## src/rtl/inst_fetch_unit.sv

```systemverilog
// rtl/inst_fetch_unit.sv - instruction fetch stage: PC, imem req/ack, IF/ID producer (optional IFU_PERF_CNT_EN wait counter)
module inst_fetch_unit #(
    parameter logic [31:0] RESET_PC = 32'h0000_0000,
    parameter int unsigned PC_STEP  = 4
) (
    input  logic        clk_i,
    input  logic        rst_n_i,
    input  logic        stall_i,
    input  logic        redirect_i,
    input  logic [31:0] redirect_pc_i,
    output logic        imem_req_o,
    output logic [31:0] imem_addr_o,
    input  logic        imem_ack_i,
    input  logic [31:0] imem_rdata_i,
    output logic [31:0] inst_o,
    output logic [31:0] pc_o,
    output logic        valid_o
`ifdef IFU_PERF_CNT_EN
    ,
    output logic [31:0] fetch_wait_cnt_o
`endif
);

    localparam logic [1:0] FETCH = 2'd0;
    localparam logic [1:0] HOLD  = 2'd1;
    localparam logic [1:0] KILL  = 2'd2;

    logic [1:0]  state_q;
    logic [31:0] pc_q;
    logic [31:0] req_addr_q;
    logic [31:0] hold_inst_q;
    logic [31:0] pc_inc;
    logic [31:0] redirect_target;

    // Masking (rather than slicing) keeps every redirect bit in use; low bits are forced to word alignment.
    assign redirect_target = redirect_pc_i & ~32'd3;
    assign pc_inc          = pc_q + 32'(PC_STEP);

    // State, PC and hold register update; redirect outranks ack and stall in every state.
    always_ff @(posedge clk_i) begin
        if (!rst_n_i) begin
            state_q     <= FETCH;
            pc_q        <= RESET_PC;
            req_addr_q  <= RESET_PC;
            hold_inst_q <= 32'd0;
        end else begin
            case (state_q)
                FETCH: begin
                    req_addr_q <= pc_q;
                    if (redirect_i) begin
                        pc_q    <= redirect_target;
                        state_q <= imem_ack_i ? FETCH : KILL;
                    end else if (imem_ack_i) begin
                        if (stall_i) begin
                            hold_inst_q <= imem_rdata_i;
                            state_q     <= HOLD;
                        end else begin
                            pc_q <= pc_inc;
                        end
                    end
                end
                HOLD: begin
                    if (redirect_i) begin
                        pc_q    <= redirect_target;
                        state_q <= FETCH;
                    end else if (!stall_i) begin
                        pc_q    <= pc_inc;
                        state_q <= FETCH;
                    end
                end
                KILL: begin
                    // The old request must still complete; pc_q already holds the target.
                    if (redirect_i) begin
                        pc_q <= redirect_target;
                    end
                    if (imem_ack_i) begin
                        state_q <= FETCH;
                    end
                end
                default: begin
                    state_q <= FETCH;
                end
            endcase
        end
    end

    // Output decode; reset forces a quiet bus and a bubble at RESET_PC.
    always_comb begin
        imem_req_o  = 1'b0;
        imem_addr_o = pc_q;
        valid_o     = 1'b0;
        inst_o      = 32'd0;
        pc_o        = pc_q;
        if (!rst_n_i) begin
            imem_addr_o = RESET_PC;
            pc_o        = RESET_PC;
        end else begin
            case (state_q)
                FETCH: begin
                    imem_req_o = 1'b1;
                    valid_o    = imem_ack_i && !redirect_i;
                    inst_o     = valid_o ? imem_rdata_i : 32'd0;
                end
                HOLD: begin
                    valid_o = !redirect_i;
                    inst_o  = valid_o ? hold_inst_q : 32'd0;
                end
                KILL: begin
                    imem_req_o  = 1'b1;
                    imem_addr_o = req_addr_q;
                end
                default: begin
                    imem_req_o = 1'b0;
                end
            endcase
        end
    end

`ifdef IFU_PERF_CNT_EN
    logic [31:0] wait_cnt_q;

    // Count cycles the memory leaves a request unanswered; saturate rather than wrap.
    always_ff @(posedge clk_i) begin
        if (!rst_n_i) begin
            wait_cnt_q <= 32'd0;
        end else if (imem_req_o && !imem_ack_i && (wait_cnt_q != 32'hFFFF_FFFF)) begin
            wait_cnt_q <= wait_cnt_q + 32'd1;
        end
    end

    assign fetch_wait_cnt_o = wait_cnt_q;
`endif

endmodule

```

## config.mk

```make
export PLATFORM = sky130hd
export DESIGN_NAME = inst_fetch_unit
export DESIGN_NICKNAME = d
export VERILOG_FILES = /design/src/rtl/inst_fetch_unit.sv
export SDC_FILE = /design/constraint.sdc
export NUM_CORES = 1
export LEC_CHECK = 0
export ABC_AREA = 1
export CAP_MARGIN = 20
export CORE_MARGIN = 4
export CORE_UTILIZATION = 29
export CTS_BUF_LIST = sky130_fd_sc_hd__clkbuf_16
export DETAILED_ROUTE_END_ITERATION = 6
export GPL_TIMING_DRIVEN = 0
export HOLD_SLACK_MARGIN = 0.05
export MAX_ROUTING_LAYER = met4
export SLEW_MARGIN = 15
export SYNTH_ARGS = -nofsm -noshare
export SYNTH_HDL_FRONTEND = slang
export SYNTH_SLANG_ARGS = --single-unit
export TNS_END_PERCENT = 10
```

## constraint.sdc

```tcl
create_clock -name clk_i -period 1.9 [get_ports clk_i]
set_input_delay 0.475 -clock clk_i [delete_from_list [all_inputs] [get_ports clk_i]]
set_output_delay 0.475 -clock clk_i [all_outputs]
set_load 0.05 [all_outputs]
```

### Met1 routing, run 1

Bar = 50 um. Supply wires on this layer in gray.
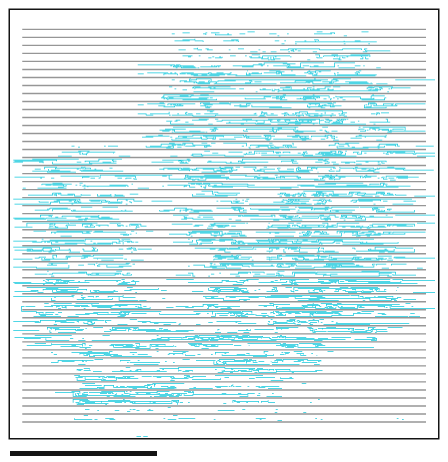
The layer carries 9,130 um of wire. 1,048 nets have wire on it.

### The metal 2 layer, run 1

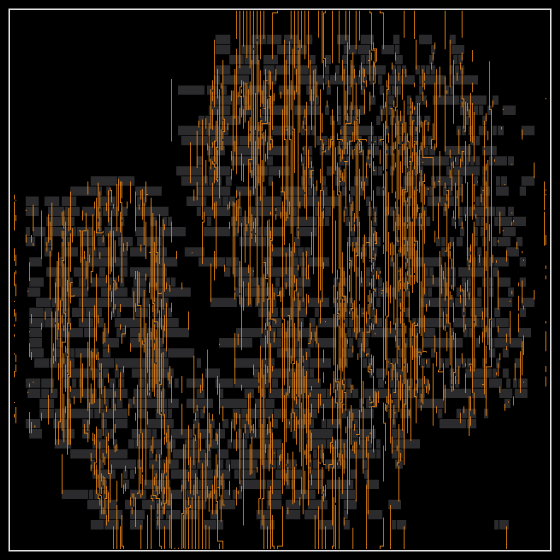
The longest straight run is 71.1 um. The wires run mostly vertical. 873 nets have wire on it. The layer carries 9,970 um of wire. The layer holds 48% of the routed length.

### Metal 3, run 1

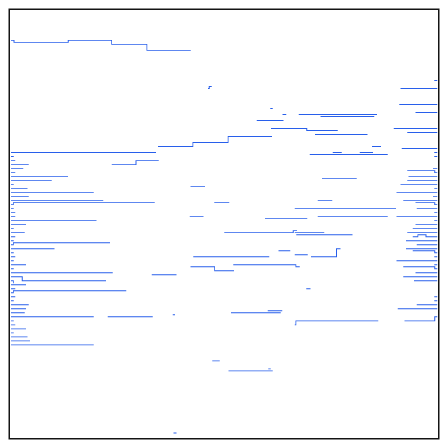
119 nets have wire on it. The layer holds 6.9% of the routed length. The layer carries 1,440 um of wire. The longest straight run is 49.0 um. The wires run mostly horizontal.

==> impl_metrics.toml, run 1 <==
# implementation run metrics
[critical_path]
crit_fanout = 8
cp-end-kind = "output pin"
r2r_cells = 10
r2r-start = "pc_q[3]"
critPathCapture = "inst_o[16]"
rrSetupSlack_ps = 160
path_class = "flip-flop to output pin"
crit_start = "state_q[1]"

[drt]
drt-total-wl_um = 20800
firstDrtPassIters = 5
via_per_inst = 4.78
drc = 0

[floorplanning]
fp-utilization_pct = 29.9
die-area_sq_um = 21100
coreArea_sq_um = 18300
die_h_um = 145
fp-row-count = 49

[layout]
layout-drive-gt1-share_pct = 28.1
post_layout_nonfiller_instances = 1313

[global_routing]
grt_max_degree = 17
grt_first_pass_wirelength_um = 32800
grt-ovfl-total = 0
grt_pass1_vias = 6051

[outcome]
outcome = "finished with violations"
violations = "negative setup slack"

[timing]
hold_violations = 0
hold_slack_ps = 493
setup_slack_ps = -214
slew_violations = 0
setup_viol = 63
finClkSkew_ps = 7.74
fmax_mhz = 473

[synth]
syn_inst = 896
yosys_register_bits = 94
ys_seq_share_pct = 34.4
syn-cell-area_sq_um = 5470
synth_cell_types = 31

[clock_tree]
cts_tree = "done"
cts-resized-gates = 641
clockBufferDepth = 2
clk_latency_ps = 350
cts.clk_slew.worst_paths_ps = 70

[run]
max_cap_viol_count = 0
warning_count = 31

[power_and_ir_drop]
power_leakage_nw = 3.59
power_density_nw_per_um2 = 696

[place]
dp_hpwl_um = 15500
place_ws_ps = -1250

[worst_hold_path]
hp-class = "input pin to flip-flop"
==> run 1: worst min-delay path by stage <==
stage,start,end,slack (ps),depth (start not counted)
floorplan,req_addr_q[10],req_addr_q[10],450,2
global placement,req_addr_q[3],req_addr_q[3],460,2
detailed placement,req_addr_q[3],req_addr_q[3],470,2
CTS,imem_ack_i,state_q[1],470,2
global route,hold_inst_q[31],hold_inst_q[31],520,2
finish,redirect_i,state_q[1],490,3
==> run 1: layout by cell type, fill, tap and decap left out, types with 14 or more instances in the layout <==
| master | instances |
|---|---|
| nand2_1 | 198 |
| nor2_1 | 163 |
| dfxtp_1 | 90 |
| buf_6 | 67 |
| inv_1 | 67 |
| o21ai_0 | 63 |
| clkdlybuf4s50_1 | 63 |
| buf_2 | 45 |
| nand3_1 | 39 |
| nor2_2 | 37 |
| o21ai_1 | 34 |
| a21oi_1 | 32 |
| a22oi_2 | 28 |
| a21oi_4 | 26 |
| clkbuf_16 | 14 |
==> run 1: final cells by class <==
cell class	instances	area [sq um]
Fill cell	1923	9670
Buffer	55	472
Inverter	78	315
Tap cell	229	287
Sequential cell	94	1890
Clock buffer	9	225
Timing Repair Buffer	169	1670
Clock inverter	7	71.3
Multi-Input combinational cell	672	3680
==> run 1: routing by layer <==
metal	share of wire (%)	vias up	track usage, %
met1	44	2848	24.8
met5	0	-	-
met2	48	170	31.6
li1	-	3245	-
met4	1.1	0	3.80
met3	6.9	18	5.89
==> run 1: power breakdown <==
| group | switching, W | internal (W) |
|---|---|---|
| Sequential | 0.000156 | 0.00213 |
| Clock | 0.000838 | 0.00102 |
| Combinational | 0.00117 | 0.000665 |
| Total | 0.00217 | 0.00382 |
==> run 1: logic make-up (layout without fill, tap and decap cells) <==
logic type | Yosys count | count (layout) | share of synthesized area (%)
flip-flops | 94 | 94 | 34.4
AND-OR/OR-AND | 204 | 204 | 20.3
AND/OR/NAND/NOR | 460 | 460 | 34.2
XOR/XNOR | 2 | 2 | 0.320
adder cells (fa/ha/maj) | 1 | 1 | 0.229
multiplexers | 1 | 1 | 0.183
buffers and inverters | 133 | 318 | 10.3
other | 1 | 4 | 0.0686
==> run 1: critical path: stages, from the launching register on <==
cell,delay (ps)
dfxtp_4,390
inv_4,50
nand2_4,70
nor2_4,40
nand2_4,100
clkinv_8,100
clkbuf_16,170
a22oi_2,150
nor2_2,50
buf_6,160
==> run 1: state kept, by name (all words and copies together) (netlist names) <==
register and count:
hold_inst_q 32, req_addr_q 30, pc_q 30, state_q 2
==> run 1: cell usage after synthesis, types with 2 or more instances <==
master	count	area, sq um
a21oi_1	58	290
a22oi_1	32	240
buf_1	2	7.51
buf_2	23	115
buf_4	5	37.5
buf_6	2	22.5
clkbuf_1	23	86.3
dfxtp_1	94	1880
inv_1	69	259
inv_2	9	33.8
nand2_1	200	751
nand2_2	4	25.0
nand2_4	3	33.8
nand3_1	39	195
nand4_1	2	12.5
nor2_1	201	754
nor2_2	5	31.3
nor2_4	2	22.5
o211ai_1	2	15.0
o21ai_0	92	460
o21ai_1	18	90.1
or2_2	2	12.5
==> run 1 -> run 2 <==
CAP_MARGIN = default   (was 20)
SLEW_MARGIN = 20   (was 15)
### M4 wires, run 2

Supply wires on this layer in gray.
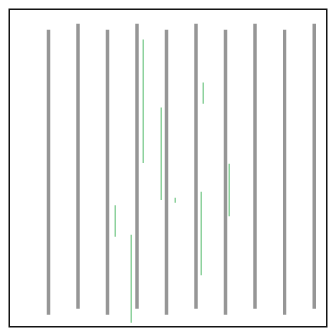
The wires run mostly vertical. The layer carries 226 um of wire.
Post-Route WL: 20,800 um
Via Count: 6,281

==> run 2 against run 1 <==
Compared with the run above: the flow still finishes with violations (negative setup slack); die size unchanged; fmax unchanged; via count did not move; non-clock buffer count unchanged; sequential share of layout area is the same; hold slack unchanged; sequential cell count stayed put.
==> impl_metrics.toml, run 2 <==
# implementation run metrics
[outcome]
outcome = "finished with violations"
violations = "negative setup slack"

[critical_path]
path_class = "flip-flop to output pin"
cp-end-kind = "output pin"
max_stage_delay_ps = 390
crit_fanout = 8
crit_slowest_cell = "dfxtp_4"
cp_cell_sequence = "inv_4 -> nand2_4 -> nor2_4 -> nand2_4 -> clkinv_8 -> clkbuf_16 -> a22oi_2 -> nor2_2 -> buf_6"

[worst_hold_path]
hp-class = "input pin to flip-flop"

[timing]
finClkSkew_ps = 7.74
hold_violations = 0
setup_viol = 63
slew_violations = 0
setup_slack_ps = -214

[drt]
firstDrtPassIters = 5
drc = 0

[run]
warning_count = 31

[synth]
ys_seq_share_pct = 34.4
syn-cell-area_sq_um = 5470
synthTopCellsByCount = "201 x nor2_1, 200 x nand2_1, 94 x dfxtp_1"
synth_top_cell_by_count = "nor2_1"
top_cells_by_area = "dfxtp_1 34%, nor2_1 14%, nand2_1 14%, o21ai_0 8.4%, a21oi_1 5.3%"

[power_and_ir_drop]
power_leakage_nw = 3.59
power_density_nw_per_um2 = 696

[global_routing]
grt_max_degree = 17
grt_first_pass_wirelength_um = 32800

[place]
dp_hpwl_um = 15500

[layout]
regMostFlops = "hold_inst_q"
largest_register_ffs = 32
layout_top_cells = "198 x nand2_1, 163 x nor2_1, 90 x dfxtp_1"

[clock_tree]
cts.clk_slew.worst_paths_ps = 70
cts_tree = "done"
clockBufferDepth = 2

[floorplanning]
coreArea_sq_um = 18300
==> run 2: cells by family after synthesis <==
kind of cell	share of synthesized area (%)
flops	34.4
fa+ha+maj	0.229
compound gates	20.3
mux	0.183
buf+inv	10.3
xor+xnor	0.320
other cells	0.0686
simple gates	34.2
==> run 2: metal layers <==
layer | track usage, % | wire length (um) | vias to the layer above | part of all wire [%]
li1 | - | - | 3245 | -
met1 | 24.8 | 9130 | 2848 | 44
met2 | 31.6 | 9970 | 170 | 48
met3 | 5.89 | 1440 | 18 | 6.9
met4 | 3.80 | 226 | 0 | 1.1
met5 | - | 0 | - | 0
==> run 2: worst paths after layout <==
path | from | end | slack [ps] | depth (start not counted)
hold reg to reg | hold_inst_q[31] | hold_inst_q[31] | 500 | 2
hold / removal | redirect_i | state_q[1] | 490 | 3
setup / recovery | state_q[1] | inst_o[16] | -210 | 9
setup reg to reg | pc_q[3] | pc_q[26] | 160 | 10
==> run 2: area by class of cell <==
type | count | area (sq um) | share of cell area, %
Timing Repair Buffer | 169 | 1670 | 19.4
Multi-Input combinational cell | 672 | 3680 | 42.8
Clock inverter | 7 | 71.3 | 0.829
Buffer | 55 | 472 | 5.48
Sequential cell | 94 | 1890 | 22.0
Tap cell | 229 | 287 | 3.33
Clock buffer | 9 | 225 | 2.62
Inverter | 78 | 315 | 3.66
==> run 2: report_power, final <==
part	total, W	internal [W]	switching [W]	leakage (nW)
Clock	0.00186	0.00102	0.000838	0.145
Sequential	0.00229	0.00213	0.000156	0.774
Combinational	0.00184	0.000665	0.00117	2.68
==> run 2: worst max-delay path, delay by kind of cell (launching register included) <==
family | cells | cell delay [ps]
buffers and inverters | 4 | 480
and+or+nand+nor | 4 | 260
DFF | 1 | 390
AOI/OAI and AO/OA | 1 | 150
==> run 2: stage by stage <==
stage / hold slack, ps / cell area (sq um) / setup TNS (ps)
3_5_place_dp: 474 / 7760 / -103610
4_1_cts: 473 / 8430 / -13210
2_1_floorplan: 450 / 5890 / -4260
3_3_place_gp: 463 / 7760 / -102950
5_1_grt: 515 / 8600 / -13450
6_report: 493 / 8600 / -9040
==> run 2: what timing repair did <==
| item | 4_1_cts | 5_1_grt |
|---|---|---|
| pin swaps | 11 | 20 |
| gates cloned | 4 | 2 |
| setup endpoints to repair | 98 | 90 |
| buffers inserted | 3 | 1 |
| resized | 641 | 115 |
==> run 2 -> run 3 <==
REMOVE_ABC_BUFFERS = 1   (was default)
SLEW_MARGIN = default   (was 20)
### The metal 2 layer, run 3

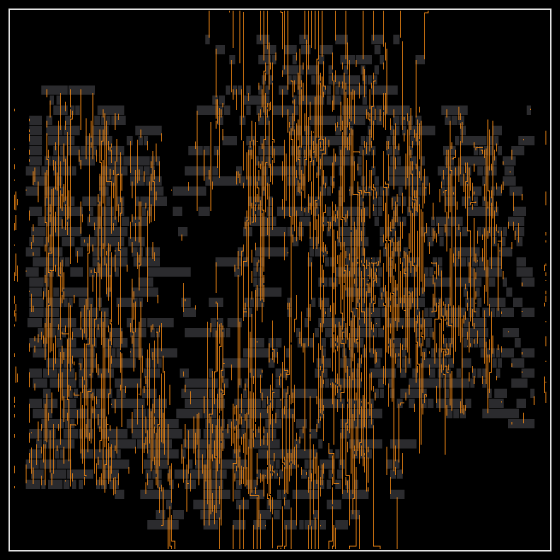
The longest straight run is 53.7 um. 841 nets have wire on it. The layer carries 9,620 um of wire. The layer holds 46% of the routed length.

==> run 3 against run 2 <==
Compared with the run above: the flow still finishes with violations (negative setup slack); clock skew barely moved; setup slack got worse by 180 ps; global-route usage fell by 1.2 points; sequential share of layout area rose by 1.6 points; highest routed layer unchanged; area after synthesis did not move; sequential cell count did not move; critical path type unchanged; count of clock-buffer cells in the layout did not move; combinational power fell by 11%; design area fell by 6.7%; sequential power barely moved.
==> impl_metrics.toml, run 3 <==
# implementation run metrics
[outcome]
outcome = "finished with violations"
violations = "negative setup slack"

[floorplanning]
die-area_sq_um = 21100
fp-utilization_pct = 29.9

[drt]
firstDrtPassIters = 5
met2_length_um = 9620
top_layer_used = "met4"
drt-total-wl_um = 20900

[timing]
fmax_mhz = 436
finClkSkew_ps = 7.69
setup_slack_ps = -394
setup_viol = 106
slew_violations = 0

[layout]
layout_top_cells = "198 x nand2_1, 190 x nor2_1, 92 x dfxtp_1"
biggestRegsByFlops = "hold_inst_q x32, pc_q x30, req_addr_q x30"
largest_register_ffs = 32
stdcell_area_sq_um = 8020

[synth]
yosys_register_bits = 94
synthTopCellsByCount = "201 x nor2_1, 200 x nand2_1, 94 x dfxtp_1"
top_cells_by_area = "dfxtp_1 34%, nor2_1 14%, nand2_1 14%, o21ai_0 8.4%, a21oi_1 5.3%"
top_area_share_pct = 34.4

[critical_path]
cp-end-kind = "output pin"
r2r_cells = 9
path_buffers = 4
max_stage_delay_ps = 400
path_class = "flip-flop to output pin"
r2r-start = "state_q[0]"

[worst_hold_path]
min_delay_path_depth = 3

[global_routing]
grt_max_degree = 60
grt_pass1_vias = 5828
grt_first_pass_wirelength_um = 31000

[place]
place_area_sq_um = 7120

[power_and_ir_drop]
power_density_nw_per_um2 = 715
[run 3: cell counts after synthesis]
No cell type changed its count.
[run 3: layout make-up]
class | instances | area (sq um) | share of cell area [%]
Multi-Input combinational cell | 676 | 3350 | 41.7
Sequential cell | 94 | 1890 | 23.5
Timing Repair Buffer | 183 | 1860 | 23.2
Inverter | 78 | 340 | 4.24
Tap cell | 229 | 287 | 3.57
Clock buffer | 9 | 225 | 2.81
Clock inverter | 7 | 57.6 | 0.717
Timing Repair inverter | 2 | 15.0 | 0.187
[run 3: cell families after synthesis]
| family | share of synthesized area [%] |
|---|---|
| other cells | 0.0686 |
| mux | 0.183 |
| flops | 34.4 |
| xor+xnor | 0.320 |
| compound gates | 20.3 |
| simple gates | 34.2 |
| fa+ha+maj | 0.229 |
| buf+inv | 10.3 |
[run 3: through the flow]
step	TNS [ps]	util (%)
after global placement	-652810	38.8
final	-18240	43.9
after global routing	-30260	43.9
after CTS	-42230	42.6
after floorplan	-32800	-
after detailed placement	-164920	39.0
[run 3: what timing repair did]
action                                  4_1_cts  5_1_grt
gates cloned                                  5        3
endpoints found under the setup margin      157      157
pin swaps                                    10       21
resized                                     389      236
setup buffers                                11       11
[run 3: how the worst max path moves through the flow]
stage	start	end	slack, ps	cells after the start
final	state_q[0]	imem_addr_o[13]	-390	7
after global routing	state_q[1]	inst_o[21]	-450	10
after detailed placement	redirect_i	inst_o[7]	-1850	7
after CTS	state_q[0]	inst_o[7]	-410	8
after global placement	rst_n_i	inst_o[7]	-5120	4
after floorplan	redirect_i	inst_o[0]	-550	5
[run 3: routing by layer]
layer,vias up,GRT usage (%)
met2,222,29.1
met3,28,8.01
met5,-,-
li1,3170,-
met1,2799,22.2
met4,0,3.75
[run 3: power by group]
part	internal, W	total (W)	switching [W]
logic	0.000565	0.00163	0.00107
registers	0.00213	0.00228	0.000155
clock network	0.00100	0.00182	0.000817
[run 3: worst register-to-register path, cell delays in order (launching register included)]
cell and delay [ps]:
dfxtp_4 370, clkinv_8 70, buf_12 130, buf_12 120, nand2_8 120, o21ai_1 240, nand3_4 400, nor2_4 350
o211ai_1 130, nand2_1 70
Power figures rest on the tool's default switching activity, not on a simulated workload.
